Run 1, routed metal per tile:
36 x 36 tiles, from dark blue (low) to red (high), scaled to the fullest tile. Values are wire area over tile area, all layers added.
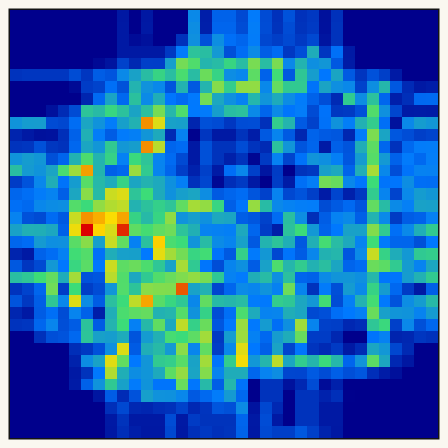
Run 1, a small window of the routed layout:
Window x 25 to 65, y 114 to 154 um. Cells in gray, sequential cells in the stronger gray; small squares are vias.
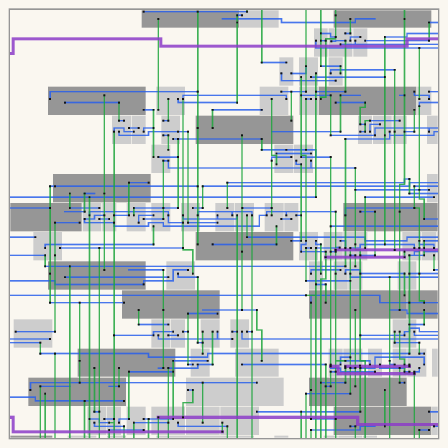
Run 1, clock routing:
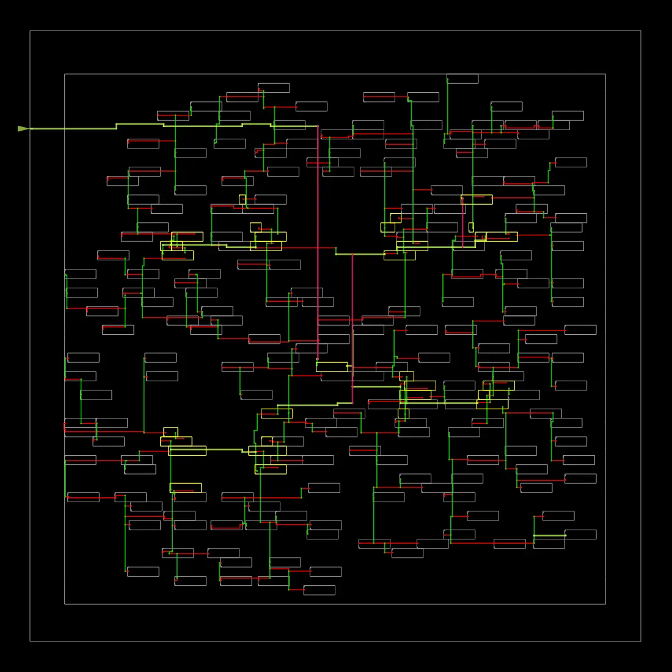
Run 1, wiring by layer:
Only two layers are drawn.
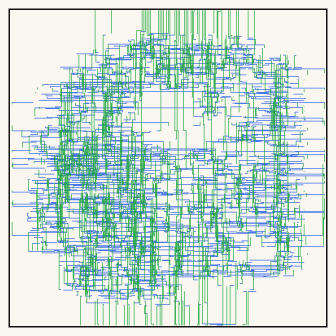
--- config.mk ---
export PLATFORM = sky130hd
export DESIGN_NAME = decode_stage
export DESIGN_NICKNAME = d
export VERILOG_FILES = /design/src/rtl/decode_stage_pkg.sv /design/src/rtl/decode_stage_inst_decode.sv /design/src/rtl/decode_stage.sv
export SDC_FILE = /design/constraint.sdc
export NUM_CORES = 1
export LEC_CHECK = 0
export CORE_MARGIN = 10
export CORE_UTILIZATION = 35
export DETAILED_ROUTE_END_ITERATION = 16
export HOLD_SLACK_MARGIN = 0.15
export SLEW_MARGIN = 25
export SYNTH_ARGS = -nofsm -noshare
export SYNTH_HDL_FRONTEND = slang
export SYNTH_SLANG_ARGS = --single-unit
--- constraint.sdc ---
create_clock -name clk -period 16.5 [get_ports clk]
set_input_delay 3.3 -clock clk [delete_from_list [all_inputs] [get_ports clk]]
set_output_delay 3.3 -clock clk [all_outputs]
set_load 0.005 [all_outputs]
--- src/rtl/decode_stage_pkg.sv ---
// decode_stage_pkg: opcodes, alu codes, class bit indices and shared types for the decode stage
package decode_stage_pkg;

    localparam logic [6:0] INST_R      = 7'b0110011;
    localparam logic [6:0] INST_I      = 7'b0010011;
    localparam logic [6:0] INST_U1     = 7'b0110111;
    localparam logic [6:0] INST_AUIPC  = 7'b0010111;
    localparam logic [6:0] INST_LOAD   = 7'b0000011;
    localparam logic [6:0] INST_STORE  = 7'b0100011;
    localparam logic [6:0] INST_BRANCH = 7'b1100011;
    localparam logic [6:0] INST_JAL    = 7'b1101111;
    localparam logic [6:0] INST_JALR   = 7'b1100111;

    localparam logic [3:0] ALU_OP_ADD = 4'b0000;
    localparam logic [3:0] ALU_OP_SUB = 4'b1000;

    localparam int CLS_R      = 0;
    localparam int CLS_I      = 1;
    localparam int CLS_LOAD   = 2;
    localparam int CLS_STORE  = 3;
    localparam int CLS_BRANCH = 4;
    localparam int CLS_JAL    = 5;
    localparam int CLS_JALR   = 6;
    localparam int CLS_LUI    = 7;
    localparam int CLS_AUIPC  = 8;

    typedef enum logic [1:0] {
        ST_EMPTY = 2'b00,
        ST_FULL  = 2'b01,
        ST_SKID  = 2'b11
    } state_t;

    typedef struct packed {
        logic [8:0] cls;
        logic [3:0] alu_op;
        logic [2:0] funct3;
        logic [4:0] rs1;
        logic [4:0] rs2;
        logic [4:0] rd;
        logic       illegal;
    } dec_t;

endpackage

--- src/rtl/decode_stage_inst_decode.sv ---
// inst_decode_comb: combinational RV32I/RV64I instruction class, alu_op, immediate and legality decode
module inst_decode_comb
    import decode_stage_pkg::*;
#(
    parameter int XLEN      = 32,
    parameter bit EN_SHAMT6 = 1'b0
) (
    input  logic [31:0]     inst,
    output logic [8:0]      cls,
    output logic [3:0]      alu_op,
    output logic [XLEN-1:0] imm,
    output logic            illegal
);

    logic [6:0] op;
    logic [6:0] f7;
    logic [5:0] f6;
    logic [2:0] f3;
    logic is_r, is_i, is_load, is_store, is_br, is_jal, is_jalr, is_lui, is_auipc;
    logic sh_zero, sh_ok;
    logic [XLEN-1:0] imm_i, imm_s, imm_b, imm_u, imm_j;

    assign op = inst[6:0];
    assign f3 = inst[14:12];
    assign f7 = inst[31:25];
    assign f6 = inst[31:26];

    assign is_r     = op == INST_R;
    assign is_i     = op == INST_I;
    assign is_load  = op == INST_LOAD;
    assign is_store = op == INST_STORE;
    assign is_br    = op == INST_BRANCH;
    assign is_jal   = op == INST_JAL;
    assign is_jalr  = op == INST_JALR;
    assign is_lui   = op == INST_U1;
    assign is_auipc = op == INST_AUIPC;

    // RV64 shifts borrow inst[25] for shamt, so only the upper six bits act as funct
    assign sh_zero = EN_SHAMT6 ? f6 == 6'd0 : f7 == 7'd0;
    assign sh_ok   = sh_zero | (EN_SHAMT6 ? f6 == 6'b010000 : f7 == 7'b0100000);

    assign illegal = (inst[1:0] != 2'b11)
        | !(is_r | is_i | is_load | is_store | is_br | is_jal | is_jalr | is_lui | is_auipc)
        | (is_r & f7 != 7'd0 & f7 != 7'b0100000)
        | (is_r & f7 == 7'b0100000 & f3 != 3'b000 & f3 != 3'b101)
        | (is_i & f3 == 3'b001 & !sh_zero)
        | (is_i & f3 == 3'b101 & !sh_ok)
        | (is_load & (XLEN == 32 ? (f3 == 3'b011 | f3[2:1] == 2'b11) : f3 == 3'b111))
        | (is_store & f3 > (XLEN == 32 ? 3'd2 : 3'd3))
        | (is_br & f3[2:1] == 2'b01)
        | (is_jalr & f3 != 3'b000);

    assign imm_i = {{(XLEN-11){inst[31]}}, inst[30:20]};
    assign imm_s = {{(XLEN-11){inst[31]}}, inst[30:25], inst[11:7]};
    assign imm_b = {{(XLEN-12){inst[31]}}, inst[7], inst[30:25], inst[11:8], 1'b0};
    assign imm_u = {{(XLEN-31){inst[31]}}, inst[30:12], 12'b0};
    assign imm_j = {{(XLEN-20){inst[31]}}, inst[19:12], inst[20], inst[30:21], 1'b0};

    assign cls = illegal ? '0 : {is_auipc, is_lui, is_jalr, is_jal, is_br, is_store, is_load, is_i, is_r};

    assign alu_op = illegal                        ? ALU_OP_ADD :
                    is_r | (is_i & f3 == 3'b101)   ? {f7[5], f3} :
                    is_i                           ? {1'b0, f3} :
                    is_br                          ? ALU_OP_SUB : ALU_OP_ADD;

    assign imm = is_i | is_load | is_jalr ? imm_i :
                 is_store                 ? imm_s :
                 is_br                    ? imm_b :
                 is_lui | is_auipc        ? imm_u :
                 is_jal                   ? imm_j : '0;

endmodule

--- src/rtl/decode_stage.sv ---
// decode_stage: registered decode with output + skid buffer and valid/ready on both sides
module decode_stage
    import decode_stage_pkg::*;
#(
    parameter int XLEN      = 32,
    parameter bit EN_SHAMT6 = 1'b0
) (
    input  logic            clk,
    input  logic            rst,
    input  logic            flush,
    input  logic            in_valid,
    output logic            in_ready,
    input  logic [31:0]     in_inst,
    input  logic [XLEN-1:0] in_pc,
    output logic            out_valid,
    input  logic            out_ready,
    output logic [XLEN-1:0] out_pc,
    output logic [8:0]      out_class,
    output logic [3:0]      out_alu_op,
    output logic [2:0]      out_funct3,
    output logic [4:0]      out_rs1,
    output logic [4:0]      out_rs2,
    output logic [4:0]      out_rd,
    output logic [XLEN-1:0] out_imm,
    output logic            out_illegal
);

    logic [8:0]      d_cls;
    logic [3:0]      d_alu;
    logic [XLEN-1:0] d_imm;
    logic            d_ill;
    dec_t            in_dec, out_dec, skid_dec;
    logic [XLEN-1:0] out_pc_q, out_imm_q, skid_pc, skid_imm;
    state_t          state, nxt;
    logic            in_fire, out_fire, ld_out, ld_skid, use_skid;

    inst_decode_comb #(.XLEN(XLEN), .EN_SHAMT6(EN_SHAMT6)) u_dec (
        .inst    (in_inst),
        .cls     (d_cls),
        .alu_op  (d_alu),
        .imm     (d_imm),
        .illegal (d_ill)
    );

    assign in_dec = '{cls: d_cls, alu_op: d_alu, funct3: in_inst[14:12], rs1: in_inst[19:15],
                      rs2: in_inst[24:20], rd: in_inst[11:7], illegal: d_ill};

    // state bits are {skid_valid, out_valid}, so both handshake outputs come straight off flops
    assign out_valid = state[0];
    assign in_ready  = !state[1];
    assign in_fire   = in_valid & in_ready;
    assign out_fire  = out_valid & out_ready;

    always_ff @(posedge clk or posedge rst) begin
        if (rst) state <= ST_EMPTY;
        else     state <= nxt;
    end

    always_comb begin
        nxt      = state;
        ld_out   = 1'b0;
        ld_skid  = 1'b0;
        use_skid = 1'b0;
        case (state)
            ST_EMPTY: begin
                nxt    = in_fire ? ST_FULL : ST_EMPTY;
                ld_out = in_fire;
            end
            ST_FULL: begin
                nxt     = in_fire & !out_fire ? ST_SKID : !in_fire & out_fire ? ST_EMPTY : ST_FULL;
                ld_out  = in_fire & out_fire;
                ld_skid = in_fire & !out_fire;
            end
            ST_SKID: begin
                nxt      = out_fire ? ST_FULL : ST_SKID;
                ld_out   = out_fire;
                use_skid = 1'b1;
            end
            default: nxt = ST_EMPTY;
        endcase
        if (flush) begin
            nxt     = ST_EMPTY;
            ld_out  = 1'b0;
            ld_skid = 1'b0;
        end
    end

    always_ff @(posedge clk or posedge rst) begin
        if (rst) begin
            out_dec   <= '0;
            out_pc_q  <= '0;
            out_imm_q <= '0;
            skid_dec  <= '0;
            skid_pc   <= '0;
            skid_imm  <= '0;
        end else begin
            if (ld_out) begin
                out_dec   <= use_skid ? skid_dec : in_dec;
                out_pc_q  <= use_skid ? skid_pc  : in_pc;
                out_imm_q <= use_skid ? skid_imm : d_imm;
            end
            if (ld_skid) begin
                skid_dec <= in_dec;
                skid_pc  <= in_pc;
                skid_imm <= d_imm;
            end
        end
    end

    assign out_pc      = out_pc_q;
    assign out_imm     = out_imm_q;
    assign out_class   = out_dec.cls;
    assign out_alu_op  = out_dec.alu_op;
    assign out_funct3  = out_dec.funct3;
    assign out_rs1     = out_dec.rs1;
    assign out_rs2     = out_dec.rs2;
    assign out_rd      = out_dec.rd;
    assign out_illegal = out_dec.illegal;

endmodule
==> results.txt, run 1 <==
run status: complete, no violations
Commonest flop: dfrtp_1
DRT met1 WL: 12400 um
r2r endpoint: out_imm[1]
max layer used: met4
Lkg Pwr: 0.00504 uW
Highest Clock Rate: 0.157 GHz
DRC violations left: 0
unrepaired setup endpoints after global routing: no
final hold slack: 0.475 ns
Final ANT Viol Nets: 0
DRT Pass-1 Iters: 5
first-pass GRT wire length: 41800 um
tool warnings: 28
H-tree levels: 4
Post-synth regs: 194
area figure in the yosys stat output: 8810 um^2
port bufs: 166
Final Cell Area: 11200 um^2
post-synth cell types: 57
-- 'routed metal per tile' (at the start) --
11% of the tiles are over half the peak. 17% of the tiles are nearly empty. The fullest tile reaches 0.54.
routed len/inst: 18.3 um
Total GRT Usage: 16.6%
Total Wirelength: 26300 um

-- 'a small window of the routed layout' (at the start) --
Key: metal 1 = blue; metal 2 = green; metal 3 = purple
Most frequent: nand2_1 (18), dfrtp_1 (16), o21ai_0 (10). Sequential cells in the window: 16. Netlist names of flops here include out_imm (8), skid_imm (8). 78 logic cells have their middle in the window.

-- 'clock routing' (at the start) --
clk_buf instances: 18
TritonCTS buffer count: 17

-- 'wiring by layer' (at the start) --
Key: metal 1 = blue [wire length 12400 um]; metal 2 = green [wire length 12100 um]
via count: 7307

==> run 1: synthesized netlist by cell type, types with 2 or more instances <==
cell type,number
nor2_1,69
a21o_1,21
a22o_1,2
nor3_1,2
buf_2,26
dfrtp_1,194
or3_1,2
o31ai_2,4
buf_6,4
and3b_1,3
nand3b_1,3
or2_1,2
mux2i_1,5
nand2b_1,3
o311ai_0,4
o21ai_0,57
nand3b_2,2
inv_1,4
a21oi_1,46
nand4b_1,3
nand2_1,329
clkbuf_1,48
and2_1,4
o21a_1,5
a32oi_1,11
nand3_1,20
a31oi_1,59
a211o_1,3
o41ai_1,4
o31ai_1,11
and3_1,10
==> run 1: sequential cells by signal, indices dropped and copies added (netlist names), 3 cells and up <==
| name | count |
|---|---|
| out_class | 9 |
| skid_pc | 32 |
| out_funct3 | 3 |
| out_pc | 32 |
| out_alu_op | 4 |
| out_rs2 | 5 |
| out_rs1 | 5 |
| out_imm | 32 |
| skid_imm | 32 |
| out_rd | 5 |
| skid_dec | 32 |
==> run 1: per-layer routing <==
metal	global-route usage, %	vias up
li1	-	3596
met1	22.9	3526
met2	25.7	172
met3	4.46	13
met4	3.07	0
met5	0	-
==> run 1: cell type report <==
type / instances / area (um^2) / share of cell area, %
sequential: 194 / 4850 / 43.3
multi-input combinational: 709 / 3600 / 32.1
timing repair buffer: 174 / 1730 / 15.4
clock buffer: 18 / 429 / 3.83
tap: 324 / 405 / 3.62
clock inverter: 14 / 169 / 1.51
inverter: 4 / 22.5 / 0.201
==> run 1: kinds of logic (layout without fill, tap and decap cells) <==
family / count (synthesis) / in the layout / share of synthesized area [%]
xor+xnor: 1 / 1 / 0.0995
flops: 194 / 194 / 55.1
simple gates: 465 / 465 / 22.4
mux: 5 / 5 / 0.568
compound gates: 238 / 238 / 17.5
buf+inv: 83 / 210 / 4.25
==> run 1: worst max-delay path: cells and delay by family <==
kind / cells / cell delay, ns
buf+inv: 3 / 1.90
compound gates: 3 / 1.31
simple gates: 1 / 0.14
==> run 1: how the worst max path moves through the flow <==
| stage | endpoint | slack (ns) | cells past startpoint |
|---|---|---|---|
| final | out_imm[1] | 10.11 | 7 |
| after global routing | out_imm[1] | 9.78 | 7 |
| after CTS | out_imm[2] | 10.07 | 7 |
| after detailed placement | out_imm[2] | 9.60 | 7 |
| after global placement | out_imm[2] | 9.61 | 7 |
| after floorplan | out_alu_op[0] | 7.92 | 1 |
==> run 1: metrics by stage <==
step                      util, %  setup WS, ns
after detailed placement     43.2          9.60
after floorplan                 -          7.92
after CTS                    45.7         10.07
final                        45.7         10.11
after global routing         45.7          9.78
after global placement       43.2          9.61
==> run 1: report_power, final <==
group | total [uW] | internal [uW] | switching [uW]
Sequential | 570 | 538 | 32.6
Clock | 428 | 230 | 198
Combinational | 199 | 104 | 95.7
Total | 1200 | 871 | 326
==> run 2, diff against run 1 <==
- clock period: 16.5 -> 6.38 ns (I/O delays scaled with it)
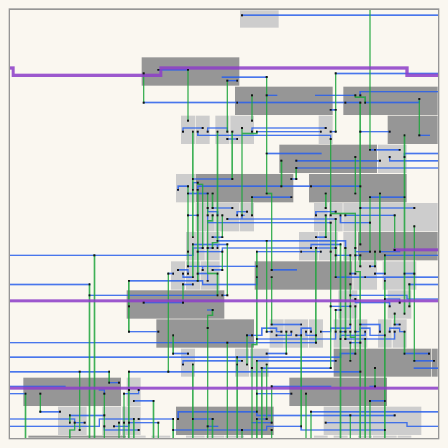
Run 2: a small window of the routed layout
Window x 25 to 65, y 114 to 154 um. Cells in gray, sequential cells in the stronger gray; small squares are vias.
Key: metal 2 = green; metal 3 = purple; metal 1 = blue
Netlist names of flops here include out_imm (7), skid_imm (7). 56 logic cells have their middle in the window. Sequential cells in the window: 15. Most frequent: nand2_1 (16), dfrtp_1 (15), nand3_1 (9).

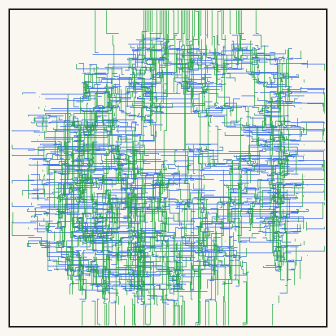
Run 2: wiring by layer
Only two layers are drawn.
Key: metal 2 = green [wire length 12200 um]; metal 1 = blue [wire length 12100 um]

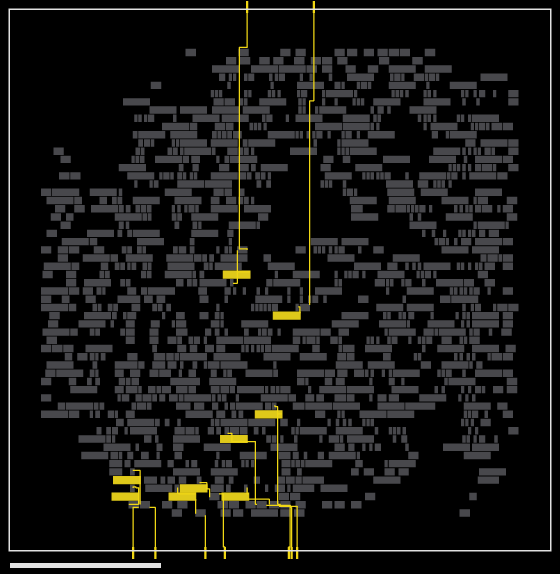
Run 2: I/O nets highlighted
The bar under the picture is 50 um long.
Key: out_class = yellow [bits 9, direction output, end cells 9, buffers 9, wire 446 um]
port bufs: 166
IO Pins: 167

==> results.txt, run 2 <==
share of layout cells above drive strength 1: 5.39%
top cells by count: 329 x nand2_1, 194 x dfrtp_1, 69 x nor2_1
H-tree levels: 4
Final ANT Viol Nets: 0
CP delay by family, top: AND-OR/OR-AND gates
GRT Residual Overflow: 0
CP Class: in -> reg
r2r endpoint: skid_imm[11]
tool warnings: 30
R2R Path Start: state[0]
Lkg Pwr: 0.00503 uW
area figure in the yosys stat output: 8810 um^2
final non-filler cell total: 1437
run status: complete, no violations
Total Wirelength: 26200 um
Total GRT Usage: 16.5%
CP max-delay cell: clkdlybuf4s50_1
TritonCTS buffer count: 17
Commonest flop: dfrtp_1
post-synth cell types: 57
min cycle time layout: 3.42 ns
WP buf/inv: 1
unrepaired setup endpoints after global routing: no
via count: 7325
Post-synth regs: 194
total power: 3030 uW
routed len/inst: 18.3 um
Layout Skew: 0.0104 ns
Min-Delay Path Class: reg -> reg
Final Net Count: 1169
max incr delay on CP: 0.87 ns
Root Driver: clkbuf_16
DRT Pass-1 Iters: 5
Reg2Reg Depth: 4
Highest Clock Rate: 0.292 GHz
first-pass GRT wire length: 41600 um
Die H: 179 um
most numerous cell in the Yosys netlist: nand2_1
DRC violations left: 0
final hold slack: 0.473 ns
==> run 2: cell counts after synthesis <==
Identical to the previous run, type by type.
==> run 2: final cells by class <==
class	count	area, um^2	share of cell area [%]
clock buffer	18	439	3.92
clock inverter	14	125	1.12
inverter	4	18.8	0.167
multi-input combinational	709	3600	32.1
sequential	194	4850	43.3
tap	324	405	3.62
timing repair buffer	174	1770	15.8
==> run 2: report_power, final <==
| part | leakage, uW | total [uW] | switching [uW] | internal [uW] |
|---|---|---|---|---|
| clock network | 0.000271 | 1040 | 514 | 525 |
| registers | 0.00246 | 1480 | 86.4 | 1390 |
| logic | 0.00230 | 516 | 246 | 270 |
| total | 0.00503 | 3030 | 846 | 2190 |
==> run 2: through the flow <==
| stage | setup WS [ns] | instance area (um^2) |
|---|---|---|
| 2_1_floorplan | 2.60 | 8810 |
| 3_3_place_gp | 2.64 | 10600 |
| 3_5_place_dp | 2.55 | 10600 |
| 4_1_cts | 3.00 | 11200 |
| 5_1_grt | 2.69 | 11200 |
| 6_report | 2.96 | 11200 |
==> run 2: cells by family (layout without fill, tap and decap cells) <==
logic type	count (synthesis)	in the layout	synth area share, %
buf+inv	83	210	4.25
compound gates	238	238	17.5
xor+xnor	1	1	0.0995
flops	194	194	55.1
mux	5	5	0.568
simple gates	465	465	22.4
==> run 2: layer usage <==
layer	vias up	wire, um	track usage [%]
li1	3600	-	-
met1	3506	12100	22.2
met2	188	12200	25.8
met3	31	1510	3.95
met4	0	437	5.30
met5	-	0	0
==> run 2: worst max path at each step <==
stage	from	endpoint	cells past startpoint
after floorplan	rst	out_alu_op[0]	1
after global placement	in_inst[5]	out_imm[4]	6
after detailed placement	in_inst[5]	out_imm[2]	6
after CTS	in_inst[5]	out_imm[2]	6
after global routing	in_inst[5]	out_imm[1]	6
final	in_inst[5]	out_imm[2]	6
==> run 2: worst register-to-register path, delay by kind of cell, from the launching register on <==
| kind | cells | cell delay (ns) |
|---|---|---|
| simple gates | 2 | 0.72 |
| buf+inv | 1 | 0.84 |
| flops | 1 | 0.49 |
| compound gates | 1 | 0.27 |
No activity file was given, so power comes from the tool's default toggle rates.
